`config.mk`:
```
export PLATFORM = sky130hd
export DESIGN_NAME = if_fetch_queue
export DESIGN_NICKNAME = d
export VERILOG_FILES = /design/src/rtl/if_pkg.sv /design/src/rtl/fetch_fifo.sv /design/src/rtl/if_fetch_queue.sv
export SDC_FILE = /design/constraint.sdc
export NUM_CORES = 1
export LEC_CHECK = 0
export CORE_UTILIZATION = 40
export DETAILED_ROUTE_END_ITERATION = 6
export GPL_ROUTABILITY_DRIVEN = 0
export PLACE_DENSITY_LB_ADDON = 0.2
export SLEW_MARGIN = 15
export SYNTH_ARGS = -nofsm -noshare
export SYNTH_HDL_FRONTEND = slang
export SYNTH_SLANG_ARGS = --single-unit
```
`constraint.sdc`:
```
create_clock -name clk -period 13.1 [get_ports clk]
set_input_delay 2.62 -clock clk [delete_from_list [all_inputs] [get_ports clk]]
set_output_delay 2.62 -clock clk [all_outputs]
set_load 0.03 [all_outputs]
```
`src/rtl/if_pkg.sv`:
```
// if_pkg
// Shared definitions for the instruction fetch queue: default parameter
// values and the queue entry layout {pc, instr}. if_entry_t is sized for the
// default widths; the RTL carries entries as flat vectors so that other
// widths remain usable.
package if_pkg;

    localparam int ADDR_W_DEF   = 32;
    localparam int INSTR_W_DEF  = 32;
    localparam int DEPTH_DEF    = 4;
    localparam int RESET_PC_DEF = 0;
    localparam int PC_STEP_DEF  = 4;

    typedef struct packed {
        logic [ADDR_W_DEF-1:0]  pc;
        logic [INSTR_W_DEF-1:0] instr;
    } if_entry_t;

endpackage

```
`src/rtl/fetch_fifo.sv`:
```
// fetch_fifo
// Flop-array FIFO holding fetched entries, with synchronous flush and
// asynchronous active-high reset.
// Ports:
//   clk, rst        clock, async active-high reset
//   flush           empty the queue at the edge (takes priority)
//   push, wdata     write wdata at the tail
//   pop             drop the head entry
//   rdata           head entry (combinational from the array)
//   count           occupied entries, 0..DEPTH
module fetch_fifo
    import if_pkg::*;
#(
    parameter int WIDTH = $bits(if_entry_t),
    parameter int DEPTH = DEPTH_DEF,
    localparam int PW   = $clog2(DEPTH),
    localparam int CW   = $clog2(DEPTH + 1)
) (
    input  logic             clk,
    input  logic             rst,
    input  logic             flush,
    input  logic             push,
    input  logic             pop,
    input  logic [WIDTH-1:0] wdata,
    output logic [WIDTH-1:0] rdata,
    output logic [CW-1:0]    count
);

    logic [DEPTH-1:0][WIDTH-1:0] mem_q, mem_d;
    logic [PW-1:0]               head_q, head_d;
    logic [PW-1:0]               tail_q, tail_d;
    logic [CW-1:0]               count_q, count_d;
    logic                        push_ok;
    logic                        pop_ok;

    // Guard locally so count can never leave 0..DEPTH whatever the caller does.
    // Push on a full queue is only accepted when a pop frees the head slot.
    assign pop_ok  = pop && (count_q != '0);
    assign push_ok = push && ((count_q < CW'(DEPTH)) || pop_ok);

    always_comb begin
        mem_d   = mem_q;
        head_d  = head_q;
        tail_d  = tail_q;
        count_d = count_q;
        if (flush) begin
            head_d  = '0;
            tail_d  = '0;
            count_d = '0;
        end else begin
            if (push_ok) begin
                mem_d[tail_q] = wdata;
                tail_d        = tail_q + PW'(1);
            end
            if (pop_ok) begin
                head_d = head_q + PW'(1);
            end
            case ({push_ok, pop_ok})
                2'b10:   count_d = count_q + CW'(1);
                2'b01:   count_d = count_q - CW'(1);
                default: count_d = count_q;
            endcase
        end
    end

    // The array is reset too so the head outputs are never X after reset.
    always_ff @(posedge clk or posedge rst) begin
        if (rst) begin
            mem_q   <= '0;
            head_q  <= '0;
            tail_q  <= '0;
            count_q <= '0;
        end else begin
            mem_q   <= mem_d;
            head_q  <= head_d;
            tail_q  <= tail_d;
            count_q <= count_d;
        end
    end

    assign rdata = mem_q[head_q];
    assign count = count_q;

endmodule

```
`src/rtl/if_fetch_queue.sv`:
```
// if_fetch_queue
// Instruction fetch unit with a small decoupling queue. Each cycle the
// memory returns data for imem_addr, the fetched entry {pc+step, instr} is
// queued and the fetch address advances; decode drains the head with a
// valid/ready handshake. A taken branch flushes the queue and redirects
// fetch.
// Ports:
//   clk, rst                   clock, async active-high reset
//   Branch_taken, BranchAddr   redirect request and target
//   imem_addr                  fetch address (registered fetch_pc)
//   imem_data, imem_ready      memory read data for imem_addr, valid flag
//   out_valid, out_ready       head handshake toward decode
//   PC, Instruction            head entry (fetch address + PC_STEP, instr)
//   count                      occupied queue entries
module if_fetch_queue
    import if_pkg::*;
#(
    parameter int ADDR_W   = ADDR_W_DEF,
    parameter int INSTR_W  = INSTR_W_DEF,
    parameter int DEPTH    = DEPTH_DEF,
    parameter int RESET_PC = RESET_PC_DEF,
    parameter int PC_STEP  = PC_STEP_DEF,
    localparam int CW      = $clog2(DEPTH + 1)
) (
    input  logic               clk,
    input  logic               rst,
    input  logic               Branch_taken,
    input  logic [ADDR_W-1:0]  BranchAddr,
    output logic [ADDR_W-1:0]  imem_addr,
    input  logic [INSTR_W-1:0] imem_data,
    input  logic               imem_ready,
    output logic               out_valid,
    input  logic               out_ready,
    output logic [ADDR_W-1:0]  PC,
    output logic [INSTR_W-1:0] Instruction,
    output logic [CW-1:0]      count
);

    localparam int EW = ADDR_W + INSTR_W;

    logic [ADDR_W-1:0] fetch_pc_q, fetch_pc_d;
    logic [ADDR_W-1:0] next_pc;
    logic              push;
    logic              pop;
    logic [EW-1:0]     wdata;
    logic [EW-1:0]     rdata;

    assign next_pc   = fetch_pc_q + ADDR_W'(PC_STEP);
    assign imem_addr = fetch_pc_q;
    assign out_valid = (count != '0);
    assign pop       = out_valid && out_ready;
    assign push      = imem_ready && !Branch_taken && ((count < CW'(DEPTH)) || pop);
    assign wdata     = {next_pc, imem_data};

    always_comb begin
        fetch_pc_d = fetch_pc_q;
        if (Branch_taken) begin
            fetch_pc_d = BranchAddr;
        end else if (push) begin
            fetch_pc_d = next_pc;
        end
    end

    always_ff @(posedge clk or posedge rst) begin
        if (rst) begin
            fetch_pc_q <= ADDR_W'(RESET_PC);
        end else begin
            fetch_pc_q <= fetch_pc_d;
        end
    end

    // A pop in a branch cycle is swallowed by the flush; the consumer still
    // takes the head it saw, which has no effect on the queue.
    fetch_fifo #(
        .WIDTH (EW),
        .DEPTH (DEPTH)
    ) u_fifo (
        .clk   (clk),
        .rst   (rst),
        .flush (Branch_taken),
        .push  (push),
        .pop   (pop && !Branch_taken),
        .wdata (wdata),
        .rdata (rdata),
        .count (count)
    );

    assign {PC, Instruction} = rdata;

endmodule

```
### Track usage over the die, run 1

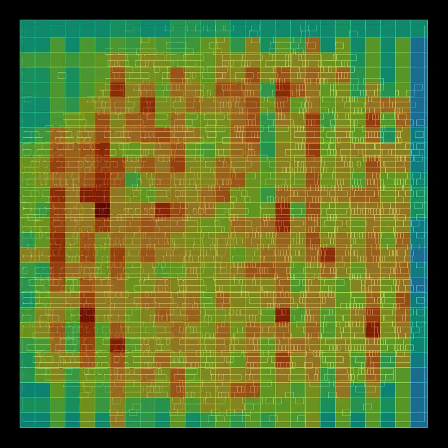
global-route track usage on met1: 31.4%
Core Util, Final: 50.4%

### Routed metal per tile, run 1

The bar under the picture is 50 µm long. 37 x 37 tiles, from dark purple (low) to yellow (high), scaled to the fullest tile. Values are wire area over tile area, all layers added.
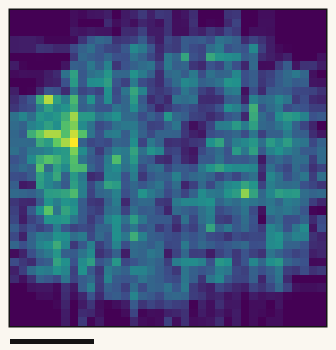
fullest tile	0.66
densest ninth of the die	middle left
tiles over half the peak	8.7%
mean over tiles	0.17

### Cell classes on the final placement, run 1

The bar under the picture is 50 µm long.
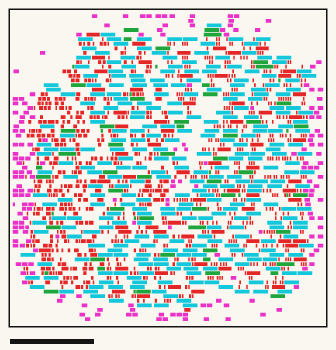
class	color	cells
remaining buffers and delay cells	magenta	185
clock drivers and dummy loads	green	62
remaining logic cells	red	1002
sequential cells	cyan	295

### Cell sizes after repair, run 1

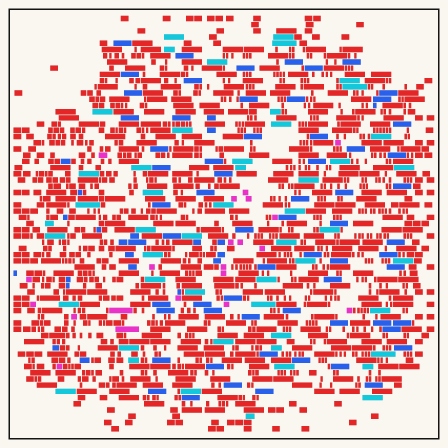
size	color	cells	share
x6 and larger	cyan	50	3.2%
x2	blue	85	5.5%
x1 and smaller	red	1388	90%
x3 and x4	magenta	21	1.4%
non-clock buffer count: 185
fin worst setup slack: 7.23 ns
Synth-to-Final Area Change: 23.3%
final instance area: 16900 µm²

==> results.sh, run 1 <==
# physical design summary
export IMPL_run_status="completed"
export IMPL_fin_crit_ns=5.87
export IMPL_dp_hpwl_um=23700
export IMPL_slowest_delay_ns=0.76
export IMPL_place_area_um2=15700
export IMPL_finClkSkew_ns=0.0101
export IMPL_grt_first_pass_wirelength_um=60900
export IMPL_chipWidth_um=187
export IMPL_largest_register_ff_count=256
export IMPL_dpl_cell_count=1930
export IMPL_synthMuxAreaShare_pct=11.1
export IMPL_critPathCapture="PC[3]"
export IMPL_startpoint_type="flip-flop"
export IMPL_routed_wl_um=37500
export IMPL_synth_dominant_cell_count="nand2_1"
export IMPL_final_cell_mix="513 x nand2_1, 293 x dfrtp_1, 167 x clkdlybuf4s50_1, 84 x o21ai_0, 76 x nor2_1"
export IMPL_fin_total_pwr_w=0.00350
export IMPL_grt_overflow_total=0
export IMPL_synth_area_top_cells="dfrtp_1 54%, nand2_1 14%, mux4_2 10%"
export IMPL_rrSetupSlack_ns=10.31
export IMPL_p_comb_share_pct=30.2
export IMPL_ff2ff_path_depth=4
export IMPL_warnings=31
export IMPL_layout_cells_non_filler=1992
export IMPL_n_fill_cell=2996
export IMPL_holdPathStages=2
export IMPL_seqPwrFrac_pct=40.4
export IMPL_worst_setup_path_type="reg2out"
export IMPL_synth_xor_area_share_pct=1.66
export IMPL_clockBufferDepth=3
export IMPL_hold_path_startpoint="u_fifo.mem_q[20]"
export IMPL_internal_power_w=0.00235
export IMPL_antenna_left=0
export IMPL_pg_seq_w=0.00141
export IMPL_layout_top_cell="nand2_1"
export IMPL_rows=67
export IMPL_yosys_top_cells_count="513 x nand2_1, 295 x dfrtp_1, 84 x o21ai_0"
export IMPL_crit_required_ns=10.48
export IMPL_yosys_warnings=0
export IMPL_fin_nets=1594
export IMPL_p_sw_share_pct=32.7
export IMPL_top_register="u_fifo.mem_q"
export IMPL_cts_sinks=295
export IMPL_cts_hold_buffers=0
export IMPL_ir_worst_vdd_mv=0.101
export IMPL_drt_iter0_drc=742
export IMPL_grt_usage_pct=21.7
export IMPL_worst_pin_slew_ns=1.04
export IMPL_clk_latency_ns=0.50
export IMPL_post_cts_resized=0
export IMPL_syn_inst=1400
export IMPL_cp_depth=3
export IMPL_logic_family="simple AND/OR/NAND/NOR gates"
export IMPL_hold_end="u_fifo.mem_q[20]"
export IMPL_ys_async_sr_fraction_pct=100
export IMPL_crit_chain="buf_4, mux4_2, clkdlybuf4s50_1"
export IMPL_fin_tns_setup_ns=0
export IMPL_pg_clk_w=0.00103
export IMPL_p_clk_share_pct=29.4
export IMPL_critPathSlowestCell="buf_4"
export IMPL_clkTransAtPathRegs_ns=0.06
export IMPL_rr_startpoint="imem_addr[2]"
export IMPL_ys_seq_share_pct=53.8
export IMPL_ys_chip_area_um2=13700
export IMPL_grt_pass1_vias=10683
export IMPL_cts_tree="yes"
export IMPL_cts_root_buffer="clkbuf_16"
export IMPL_routedWlPerCell_um=18.8
run 1: area by class of cell:
| class | instances | area [µm²] | share of cell area (%) |
|---|---|---|---|
| Clock buffer | 52 | 1040 | 6.16 |
| Tap cell | 448 | 561 | 3.31 |
| Timing Repair Buffer | 185 | 1800 | 10.7 |
| Clock inverter | 10 | 184 | 1.09 |
| Multi-Input combinational cell | 995 | 5920 | 34.9 |
| Sequential cell | 295 | 7390 | 43.6 |
| Inverter | 7 | 33.8 | 0.200 |
run 1: routing by layer:
metal  wire length, µm  share of wire (%)  vias to the layer above  GRT usage (%)
met3              2040                5.4                       49           2.78
met4               647                1.7                        0           4.85
met1             17200                 46                     5350           31.4
li1                  -                  -                     5066              -
met2             17600                 47                      340           34.9
met5                 0                  0                        -              0
--- run 2 (diff from run 1) ---
Clock period 13.1 ns to 5.6 ns, I/O delays scaled along.
==> run 2 against run 1 <==
  * Routed wire length is 0.77% lower
  * Non-clock buffer count is 4 higher
  * Final cell count hardly changed
  * Register-to-register slack worse by 7.6 ns
  * Sequential power is 140% higher
  * Critical path type unchanged
  * Critical endpoint is now Instruction[29]
  * Largest cell class unchanged
  * Highest routed layer unchanged
==> results.sh, run 2 <==
# physical design summary
export IMPL_run_status="completed"
export IMPL_ys_async_sr_fraction_pct=100
export IMPL_critPathSlowestCell="dfrtp_4"
export IMPL_routed_wl_um=37200
export IMPL_place_area_um2=15700
export IMPL_layout_cells_non_filler=1993
export IMPL_ys_seq_share_pct=53.8
export IMPL_drt_iter0_drc=628
export IMPL_fin_nets=1597
export IMPL_cts_root_buffer="clkbuf_16"
export IMPL_final_area_um2=16900
export IMPL_drv_cap=0
export IMPL_clkTransAtPathRegs_ns=0.06
export IMPL_worst_setup_path_type="reg2out"
export IMPL_ir_worst_vdd_mv=0.315
export IMPL_cp_depth=3
export IMPL_startpoint_type="flip-flop"
export IMPL_crit_chain="buf_4, mux4_2, clkdlybuf4s50_1"
export IMPL_clockBufferDepth=3
export IMPL_grtUsageMet1_pct=30.5
export IMPL_top_layer_used="met4"
export IMPL_rows=67
export IMPL_hold_end="u_fifo.mem_q[20]"
export IMPL_busiest_layer="met2"
export IMPL_dr_wl_met3_um=2280
export IMPL_areaGrowthSynthToFinish_pct=23.0
export IMPL_synth_dominant_cell_count="nand2_1"
export IMPL_vias=10652
export IMPL_ys_flops=295
export IMPL_clk_latency_ns=0.51
export IMPL_flop_cell="dfrtp_1"
export IMPL_met2_usage_pct=34.1
export IMPL_yosys_warnings=0
export IMPL_final_util_pct=50.3
export IMPL_slowest_delay_ns=0.98
export IMPL_fin_tns_setup_ns=0
export IMPL_cts_tree="yes"
export IMPL_met1_length_um=17100
export IMPL_final_max_slew_viol_count=0
export IMPL_final_cell_mix="513 x nand2_1, 293 x dfrtp_1, 167 x clkdlybuf4s50_1, 84 x o21ai_0, 76 x nor2_1"
export IMPL_worst_slack_ns=1.38
export IMPL_warnings=31
export IMPL_largest_register_ff_count=256
export IMPL_cts_setup_buffers=0
export IMPL_post_cts_resized=0
export IMPL_coreArea_um2=33600
export IMPL_holdPathStages=2
export IMPL_finClkSkew_ns=0.0178
export IMPL_logic_family="simple AND/OR/NAND/NOR gates"
export IMPL_grt_pass1_vias=10588
export IMPL_rr_startpoint="imem_addr[2]"
export IMPL_ff2ff_path_depth=4
export IMPL_dpl_cell_count=1934
export IMPL_cts_hold_buffers=0
export IMPL_rrSetupSlack_ns=2.76
export IMPL_grt_overflow_total=0
export IMPL_synth_xor_area_share_pct=1.66
export IMPL_fin_total_pwr_w=0.00804
export IMPL_yosys_top_cells_count="513 x nand2_1, 295 x dfrtp_1, 84 x o21ai_0"
export IMPL_dp_hpwl_um=23600
export IMPL_ys_chip_area_um2=13700
export IMPL_hold_path_startpoint="u_fifo.mem_q[20]"
export IMPL_worst_pin_slew_ns=1.16
export IMPL_crit_required_ns=4.48
export IMPL_grt_first_pass_wirelength_um=59800
export IMPL_antenna_left=0
export IMPL_cts_sinks=295
export IMPL_route_met2_wl_um=17000
export IMPL_layout_top_cell="nand2_1"
## run 2: cell counts after synthesis
No cell type changed its count.
## run 2: final cells by class
type                       count  area [µm²]
clock buffer                  48        1010
clock inverter                11         139
fill                        3110       16700
inverter                       7        30.0
multi-input combinational    995        5920
sequential                   295        7390
tap                          448         561
timing repair buffer         189        1850
## run 2: kinds of logic after synthesis
group                      after synthesis
and+or+nand+nor                        709
muxes                                   71
AOI/OAI and AO/OA                      183
buffers and inverters                  110
xor gates and xnor gates                26
adders and majority gates                6
DFF                                    295
## run 2: power by group
group	switching (W)	leakage (nW)	internal [W]
clock	0.000873	0.568	0.00140
sequential	0.000491	3.70	0.00284
combinational	0.00129	3.12	0.00114
### I/O nets highlighted, run 2

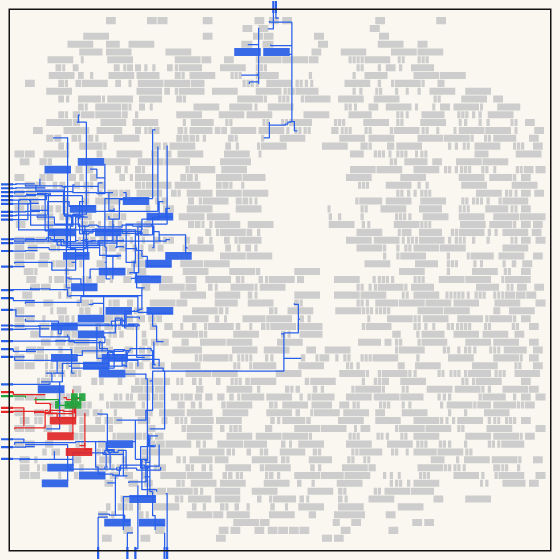
port	color	bits	direction	edge	end cells	wire
count	red	3	output	left	3	156 µm
imem_addr	blue	32	output	25 left, 5 bottom, 2 top	32	2890 µm
out_ready	green	1	input	left	5	30.3 µm

### Routed metal per tile, run 2

The bar under the picture is 50 µm long. 37 x 37 tiles, from dark purple (low) to yellow (high), scaled to the fullest tile. Values are wire area over tile area, all layers added.
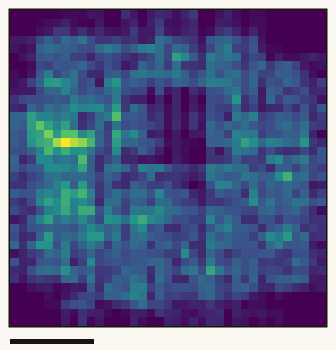
total track usage: 21.5%
wire length per cell: 18.7 µm

--- run 3 (diff from run 2) ---
Clock period 5.6 ns to 3.7 ns, I/O delays scaled along.
==> run 3 against run 2 <==
  * Core utilization grew 0.33 points
  * Synthesized area is the same
  * Highest routed layer unchanged
  * Largest power group unchanged
  * Total power grew 49%
  * Critical endpoint is now PC[1]
  * Routed wire length is essentially flat
  * Clock skew shrank 0.0083 ns
  * Global-route usage grew 0.17 points
==> results.sh, run 3 <==
# physical design summary
export IMPL_buf_share_pct=11.9
export IMPL_fin_nets=1612
export IMPL_top_layer_used="met4"
export IMPL_final_cell_mix="513 x nand2_1, 293 x dfrtp_1, 167 x clkdlybuf4s50_1, 84 x o21ai_0, 76 x nor2_1"
export IMPL_dr_wl_met3_um=2300
export IMPL_logic_family="simple AND/OR/NAND/NOR gates"
export IMPL_slowest_delay_ns=0.71
export IMPL_fin_tns_setup_ns=0
export IMPL_grt_overflow_total=0
export IMPL_multi_input_comb_cells=995
export IMPL_comb_share_pct=34.8
export IMPL_flop_cell="dfrtp_1"
export IMPL_run_status="completed"
export IMPL_largest_register_ff_count=256
export IMPL_dominant_cells="flip-flops and latches"
export IMPL_crit_required_ns=2.96
export IMPL_ys_async_sr_fraction_pct=100
export IMPL_ys_seq_share_pct=53.8
export IMPL_cts_hold_buffers=0
export IMPL_worst_pin_slew_ns=0.871
export IMPL_dpl_cell_count=1948
export IMPL_area_sequential_um2=7390
export IMPL_layout_cells_non_filler=2008
export IMPL_rows=67
export IMPL_final_max_slew_viol_count=0
export IMPL_synth_dominant_cell_count="nand2_1"
export IMPL_seq_cell_share_pct=43.4
export IMPL_n_fill_cell=3050
export IMPL_grt_first_pass_wirelength_um=60500
export IMPL_ys_chip_area_um2=13700
export IMPL_cts_tree="yes"
export IMPL_ir_worst_vdd_mv=0.415
export IMPL_fin_total_pwr_w=0.0120
export IMPL_clkTransAtPathRegs_ns=0.06
export IMPL_grt_pass1_vias=10854
export IMPL_vias=10803
export IMPL_drv_cap=0
export IMPL_final_area_um2=17000
export IMPL_yosys_top_cells_count="513 x nand2_1, 295 x dfrtp_1, 84 x o21ai_0"
export IMPL_synth_xor_area_share_pct=1.66
export IMPL_n_all_inverters=7
export IMPL_warnings=30
export IMPL_routed_wl_um=37200
==> run 3: cell counts after synthesis <==
No cell type changed its count.
==> run 3: final timing paths <==
| check | start | depth (start not counted) | endpoint |
|---|---|---|---|
| worst max-delay path | u_fifo.head_q[1] | 3 | PC[1] |
| worst min-delay path | u_fifo.mem_q[83] | 2 | u_fifo.mem_q[83] |
| worst max register to register | imem_addr[2] | 5 | u_fifo.mem_q[58] |
| worst min register to register | u_fifo.mem_q[83] | 2 | u_fifo.mem_q[83] |
| max in group asynchronous | rst | 3 | u_fifo.mem_q[154] |
| min in group asynchronous | rst | 2 | u_fifo.mem_q[101] |
==> run 3: report_power, final <==
part	internal, W	switching (W)
Sequential	0.00431	0.000641
Clock	0.00193	0.00134
Combinational	0.00176	0.00203
### Track usage over the die, run 3

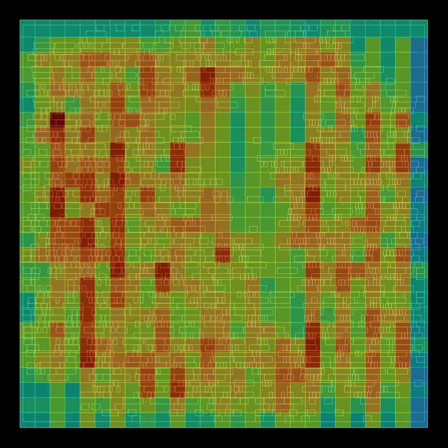
global-route track usage on met1: 30.0%
met3 GRT Util: 3.32%
grt met2 use: 35.5%
total track usage: 21.6%

### Cell sizes after repair, run 3

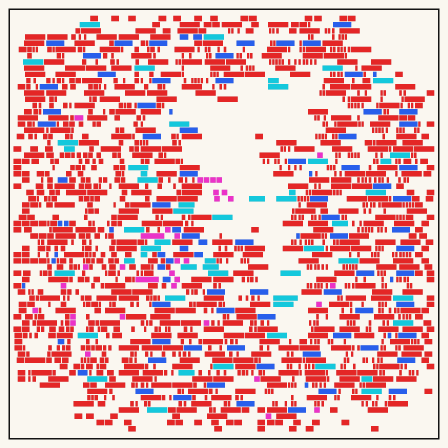
size	color	cells	share
x2	blue	90	5.8%
x6 and larger	cyan	52	3.3%
x3 and x4	magenta	33	2.1%
x1 and smaller	red	1385	89%

No activity file was given, so power comes from the tool's default toggle rates.
